$ cat src/rtl/ecc_ctrl_pkg.sv
// Shared types, flag constants and flag classification for the ECC memory controller.
package ecc_ctrl_pkg;

    typedef enum logic [1:0] {
        MODE_BYP_UP  = 2'b00,
        MODE_BYP_DN  = 2'b01,
        MODE_ECC     = 2'b10,
        MODE_ECC_INJ = 2'b11
    } mode_e;

    typedef enum logic [2:0] {
        ST_IDLE    = 3'd0,
        ST_WRITE   = 3'd1,
        ST_RD_WAIT = 3'd2,
        ST_RD_CAP  = 3'd3,
        ST_SCRUB   = 3'd4,
        ST_RESP    = 3'd5
    } state_e;

    typedef enum logic [1:0] {
        FC_CLEAN  = 2'd0,
        FC_CORR   = 2'd1,
        FC_UNCORR = 2'd2
    } flag_class_e;

    localparam logic [2:0] FLAG_CLEAN      = 3'b000;
    localparam int         FLAG_UNCORR_BIT = 2;

    // Uncorrectable wins over any other nonzero flag pattern.
    function automatic flag_class_e classify_flag(input logic [2:0] flag);
        flag_class_e cls;
        if (flag[FLAG_UNCORR_BIT]) begin
            cls = FC_UNCORR;
        end else if (flag == FLAG_CLEAN) begin
            cls = FC_CLEAN;
        end else begin
            cls = FC_CORR;
        end
        return cls;
    endfunction

endpackage

$ cat src/rtl/ecc_mem_controller_err_counter.sv
// Saturating error counter; clear takes priority over increment.
module ecc_err_counter #(
    parameter int W = 16
) (
    input  logic         clk,
    input  logic         rst,
    input  logic         clr,
    input  logic         inc,
    output logic [W-1:0] count
);

    logic [W-1:0] count_r;

    // Count register: hold at all-ones instead of wrapping.
    always_ff @(posedge clk) begin
        if (rst) begin
            count_r <= {W{1'b0}};
        end else if (clr) begin
            count_r <= {W{1'b0}};
        end else if (inc && (count_r != {W{1'b1}})) begin
            count_r <= count_r + {{(W-1){1'b0}}, 1'b1};
        end else begin
            count_r <= count_r;
        end
    end

    assign count = count_r;

endmodule

$ cat src/rtl/ecc_mem_controller.sv
// Transaction sequencer between the processor bus and the ECC/bypass datapath,
// with error counting and optional scrub write-back of corrected reads.
module ecc_mem_controller
    import ecc_ctrl_pkg::*;
#(
    parameter int ADDR_W  = 8,
    parameter int MEM_LAT = 2,
    parameter int CNT_W   = 16
) (
    input  logic              clk,
    input  logic              rst,
    input  logic              req_valid,
    output logic              req_ready,
    input  logic              req_we,
    input  logic [1:0]        req_mode,
    input  logic [ADDR_W-1:0] req_addr,
    input  logic [15:0]       req_wdata,
    output logic              rsp_valid,
    input  logic              rsp_ready,
    output logic [15:0]       rsp_rdata,
    output logic [2:0]        rsp_flag,
    output logic [1:0]        ecc_sel,
    output logic [15:0]       dp_wdata,
    input  logic [15:0]       dp_rdata,
    input  logic [2:0]        dp_flag,
    output logic [ADDR_W-1:0] mem_addr,
    output logic              mem_we_up,
    output logic              mem_we_down,
    output logic              mem_re,
    input  logic              scrub_en,
    input  logic              cnt_clr,
    output logic [CNT_W-1:0]  corr_cnt,
    output logic [CNT_W-1:0]  uncorr_cnt
);

    localparam logic [2:0] S_IDLE    = ST_IDLE;
    localparam logic [2:0] S_WRITE   = ST_WRITE;
    localparam logic [2:0] S_RD_WAIT = ST_RD_WAIT;
    localparam logic [2:0] S_RD_CAP  = ST_RD_CAP;
    localparam logic [2:0] S_SCRUB   = ST_SCRUB;
    localparam logic [2:0] S_RESP    = ST_RESP;
    localparam logic [2:0] LAT_INIT  = 3'(MEM_LAT - 1);

    logic [2:0]        state_r;
    logic [1:0]        mode_r;
    logic [2:0]        lat_r;
    logic              req_ready_r;
    logic              rsp_valid_r;
    logic [15:0]       rsp_rdata_r;
    logic [2:0]        rsp_flag_r;
    logic [1:0]        ecc_sel_r;
    logic [15:0]       dp_wdata_r;
    logic [ADDR_W-1:0] mem_addr_r;
    logic              mem_we_up_r;
    logic              mem_we_down_r;
    logic              mem_re_r;

    logic [2:0]        flag_eff_s;
    flag_class_e       fclass_s;
    logic              corr_inc_s;
    logic              uncorr_inc_s;
    logic              scrub_go_s;

    // Effective read flag (bypass reads carry no ECC status) and its counter/scrub effects.
    always_comb begin
        flag_eff_s   = FLAG_CLEAN;
        corr_inc_s   = 1'b0;
        uncorr_inc_s = 1'b0;
        scrub_go_s   = 1'b0;
        if (mode_r[1]) begin
            flag_eff_s = dp_flag;
        end else begin
            flag_eff_s = FLAG_CLEAN;
        end
        fclass_s = classify_flag(flag_eff_s);
        if (state_r == S_RD_CAP) begin
            corr_inc_s   = (fclass_s == FC_CORR);
            uncorr_inc_s = (fclass_s == FC_UNCORR);
            scrub_go_s   = (fclass_s == FC_CORR) && scrub_en;
        end else begin
            corr_inc_s   = 1'b0;
            uncorr_inc_s = 1'b0;
            scrub_go_s   = 1'b0;
        end
    end

    // Transaction FSM; strobes default low so each one lasts a single cycle.
    always_ff @(posedge clk) begin
        if (rst) begin
            state_r       <= S_IDLE;
            mode_r        <= MODE_ECC;
            lat_r         <= 3'd0;
            req_ready_r   <= 1'b1;
            rsp_valid_r   <= 1'b0;
            rsp_rdata_r   <= 16'h0000;
            rsp_flag_r    <= 3'b000;
            ecc_sel_r     <= MODE_ECC;
            dp_wdata_r    <= 16'h0000;
            mem_addr_r    <= {ADDR_W{1'b0}};
            mem_we_up_r   <= 1'b0;
            mem_we_down_r <= 1'b0;
            mem_re_r      <= 1'b0;
        end else begin
            mem_we_up_r   <= 1'b0;
            mem_we_down_r <= 1'b0;
            mem_re_r      <= 1'b0;
            case (state_r)
                S_IDLE: begin
                    if (req_valid) begin
                        mode_r      <= req_mode;
                        ecc_sel_r   <= req_mode;
                        mem_addr_r  <= req_addr;
                        req_ready_r <= 1'b0;
                        if (req_we) begin
                            state_r       <= S_WRITE;
                            dp_wdata_r    <= req_wdata;
                            mem_we_up_r   <= (req_mode != MODE_BYP_DN);
                            mem_we_down_r <= (req_mode != MODE_BYP_UP);
                        end else begin
                            state_r  <= S_RD_WAIT;
                            mem_re_r <= 1'b1;
                            lat_r    <= LAT_INIT;
                        end
                    end else begin
                        req_ready_r <= 1'b1;
                    end
                end
                S_WRITE: begin
                    state_r     <= S_RESP;
                    rsp_valid_r <= 1'b1;
                    rsp_rdata_r <= 16'h0000;
                    rsp_flag_r  <= 3'b000;
                end
                S_RD_WAIT: begin
                    if (lat_r == 3'd0) begin
                        state_r <= S_RD_CAP;
                    end else begin
                        lat_r <= lat_r - 3'd1;
                    end
                end
                S_RD_CAP: begin
                    rsp_rdata_r <= dp_rdata;
                    rsp_flag_r  <= flag_eff_s;
                    if (scrub_go_s) begin
                        // Scrub always writes through the plain ECC path, never the injector.
                        state_r       <= S_SCRUB;
                        ecc_sel_r     <= MODE_ECC;
                        dp_wdata_r    <= dp_rdata;
                        mem_we_up_r   <= 1'b1;
                        mem_we_down_r <= 1'b1;
                    end else begin
                        state_r     <= S_RESP;
                        rsp_valid_r <= 1'b1;
                    end
                end
                S_SCRUB: begin
                    state_r     <= S_RESP;
                    ecc_sel_r   <= mode_r;
                    rsp_valid_r <= 1'b1;
                end
                S_RESP: begin
                    if (rsp_ready) begin
                        state_r     <= S_IDLE;
                        rsp_valid_r <= 1'b0;
                        req_ready_r <= 1'b1;
                    end else begin
                        rsp_valid_r <= 1'b1;
                    end
                end
                default: begin
                    state_r     <= S_IDLE;
                    rsp_valid_r <= 1'b0;
                    req_ready_r <= 1'b1;
                end
            endcase
        end
    end

    ecc_err_counter #(.W(CNT_W)) u_corr_cnt (
        .clk   (clk),
        .rst   (rst),
        .clr   (cnt_clr),
        .inc   (corr_inc_s),
        .count (corr_cnt)
    );

    ecc_err_counter #(.W(CNT_W)) u_uncorr_cnt (
        .clk   (clk),
        .rst   (rst),
        .clr   (cnt_clr),
        .inc   (uncorr_inc_s),
        .count (uncorr_cnt)
    );

    assign req_ready   = req_ready_r;
    assign rsp_valid   = rsp_valid_r;
    assign rsp_rdata   = rsp_rdata_r;
    assign rsp_flag    = rsp_flag_r;
    assign ecc_sel     = ecc_sel_r;
    assign dp_wdata    = dp_wdata_r;
    assign mem_addr    = mem_addr_r;
    assign mem_we_up   = mem_we_up_r;
    assign mem_we_down = mem_we_down_r;
    assign mem_re      = mem_re_r;

endmodule

$ cat config.mk
export PLATFORM = sky130hd
export DESIGN_NAME = ecc_mem_controller
export DESIGN_NICKNAME = d
export VERILOG_FILES = /design/src/rtl/ecc_ctrl_pkg.sv /design/src/rtl/ecc_mem_controller_err_counter.sv /design/src/rtl/ecc_mem_controller.sv
export SDC_FILE = /design/constraint.sdc
export NUM_CORES = 1
export LEC_CHECK = 0
export CAP_MARGIN = 20
export CORE_ASPECT_RATIO = 1.4
export CORE_UTILIZATION = 45
export DETAILED_ROUTE_END_ITERATION = 10
export PLACE_DENSITY = 0.79
export SETUP_SLACK_MARGIN = 0.05
export SYNTH_ARGS = -nofsm -noshare
export SYNTH_HDL_FRONTEND = slang
export SYNTH_SLANG_ARGS = --single-unit
$ cat constraint.sdc
create_clock -name clk -period 2.6 [get_ports clk]
set_clock_uncertainty 0.05 [all_clocks]
set_input_delay 0.52 -clock clk [delete_from_list [all_inputs] [get_ports clk]]
set_output_delay 0.52 -clock clk [all_outputs]
set_load 0.05 [all_outputs]
Fig. 1: M1 wires
Scale bar: 20 um. Cells faint in the background.
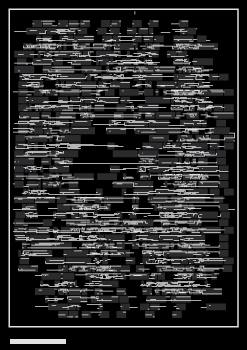
571 nets have wire on it. The layer holds 41% of the routed length. The longest straight run is 38.2 um. The layer carries 4310 um of wire.
GR Util met1: 28.35%
Vias: 3873
final wirelength: 10520 um

Fig. 2: metal 2
Cells faint in the background.
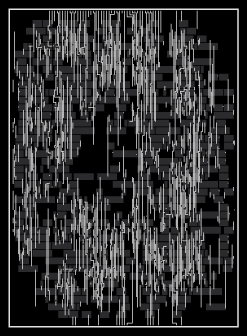
576 nets have wire on it. The wires run mostly vertical.
met2 Use GR: 41.64%

==> qor.yml <==
clock_network:
  cts-root-buf: "clkbuf_16"
  clk_latency_ns: 0.33
  cts_made_buffers: 9
  clkSinkCount: 90
  ctsResizeCount: 0
  cts_setup_buffers: 0
  cts_tree: "yes"
  ctsHoldBuffers: 0
  cts_htree_levels: 3
layout:
  mostFrequentLayoutCell: "clkdlybuf4s50_1"
  final_cells: 703
  final_cell_area_um2: 5609
  num-fill-cells: 717
  area_growth_pct: 43.59
  lay_top_cells: "clkdlybuf4s50_1 (132), nand2_1 (91), dfxtp_1 (90)"
  register_area_um2: 1802
final_timing:
  finalSetupViolCount: 0
  finalClockPeriodUsage_pct: 85.88
  drv_slew: 0
  rsz0062_at_grt: "no"
  fmax_mhz: 447.9
  slew_headroom_pct: 60.80
  hold_violations: 0
worst_hold_path:
  min_path_cells: 2
  min_path_type: "register to register"
worst_setup_path:
  worstPathMaxFanout: 15
  critical_path.top_delay_family: "simple AND/OR/NAND/NOR gates"
  slowest_stage: "or4_1"
  worstPathCellList: "nand3b_4 > or4_1 > nor3_1 > and4b_1 > nor3_2"
  cp_num_cells: 5
  crit_required_ns: 2.74
  end_kind: "register"
  arrival_ns: 2.38
  cp-start-kind: "register"
detailed_routing:
  ant_nets: 0
  via_per_inst: 5.509
  drtIter0Drc: 184
  route.detailed.drc: 0
  wl_per_cell_um: 14.96
die:
  rows: 39
  io_pins: 134
  fp_util_pct: 47.09
  fp.dieW_um: 80.74
  core_area_um2: 8295
yosys:
  avgSynthCellArea_um2: 8.311
  fp_nets: 526
  ys_warn_count: 0
  ys_ff: 90
  ys_cells: 470
  edf_count: 0
  ys_seq_share_pct: 46.12
  area_leaders: "dfxtp_1 (46%), nand2_1 (8.7%), nor2_1 (5.4%)"
  postSynth.asyncResetShare_pct: 0
pwr:
  ir_drop_mv: 0.4262
  powerDensity_nw_per_um2: 660.6
global_routing:
  overflow: 0
  grt_usage_pct: 24.61
  grt_first_pass_wirelength_um: 17440
place:
  pre_cts_ws_ns: 0.06948
  post_dp_cell_area_um2: 5336
outcome:
  outcome: "complete, no violations"
Fig. 3: signal wires on met3
Scale bar: 20 um. Cells faint in the background.
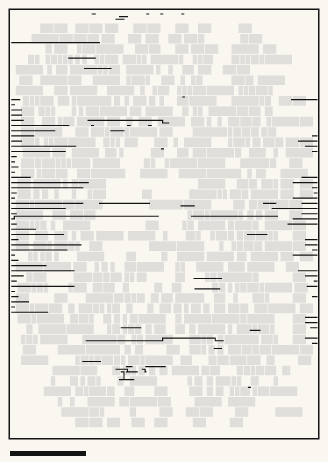
The longest straight run is 37.7 um. The layer holds 6.0% of the routed length.
met3 Track Usage GR: 7.642%

-- synth_stat cells, drive strengths merged (6+ instances only) --
cell,count
nand2,91
dfxtp,90
nor2,56
a21oi,41
clkbuf,21
xnor2,18
a311oi,16
nor3,14
nand3,12
nand4,11
o21ai,10
nor4,7
buf,6
inv,6
-- flip-flops by register name, indices dropped and copies added (netlist names), 3 cells and up --
register            flops
rsp_rdata              16
u_corr_cnt.count       16
lat_r                   3
dp_wdata               16
mem_addr                8
u_uncorr_cnt.count     16
rsp_flag                3
state_r                 3
-- path summary, 6_finish.rpt --
kind / end / slack [ns] / start
max: u_uncorr_cnt.count[15] / 0.37 / state_r[1]
min: rsp_rdata[11] / 0.40 / rsp_rdata[11]
max reg2reg: u_uncorr_cnt.count[15] / 0.37 / state_r[1]
min reg2reg: rsp_rdata[11] / 0.40 / rsp_rdata[11]
-- metal layers --
layer  global-route usage, %  vias up  part of all wire [%]
met5                       0        -                     0
met4                   9.881        0                   2.5
met3                   7.642       19                   6.0
met2                   41.64      123                    51
met1                   28.35     1830                    41
li1                        -     1901                     -
-- kinds of logic after synthesis --
group / after synthesis / synth area share [%]
DFF: 90 / 46.12
and+or+nand+nor: 228 / 28.22
adders and majority gates: 4 / 1.281
buffers and inverters: 33 / 3.427
xor gates and xnor gates: 22 / 4.933
AOI/OAI and AO/OA: 89 / 14.99
muxes: 4 / 1.025
-- through the flow --
step	hold WS [ns]	total power [mW]	util [%]
2_1_floorplan	0.3865	2.180	-
3_3_place_gp	0.3916	2.507	64.33
3_5_place_dp	0.3961	2.526	64.33
4_1_cts	0.4043	3.725	67.62
5_1_grt	0.4287	3.873	67.62
6_report	0.4025	3.706	67.62
-- worst min-delay path, cell delays in order (launching register included) --
cell and delay (ns):
dfxtp_1 0.30, nand2_1 0.05, a21oi_1 0.05
-- layout make-up --
type                            count  share of cell area, %
Inverter                            6                 0.4015
Tap cell                          102                  2.275
Clock inverter                      2                 0.2231
Timing Repair Buffer              143                  25.21
Sequential cell                    90                  32.12
Clock buffer                       13                  4.640
Multi-Input combinational cell    347                  35.13
-- power by group --
part           switching, mW  total (mW)  internal [mW]
registers             0.0904        1.57           1.48
clock network          0.511        1.21          0.694
logic                  0.581       0.934          0.353
Power and IR drop assume default switching activity.
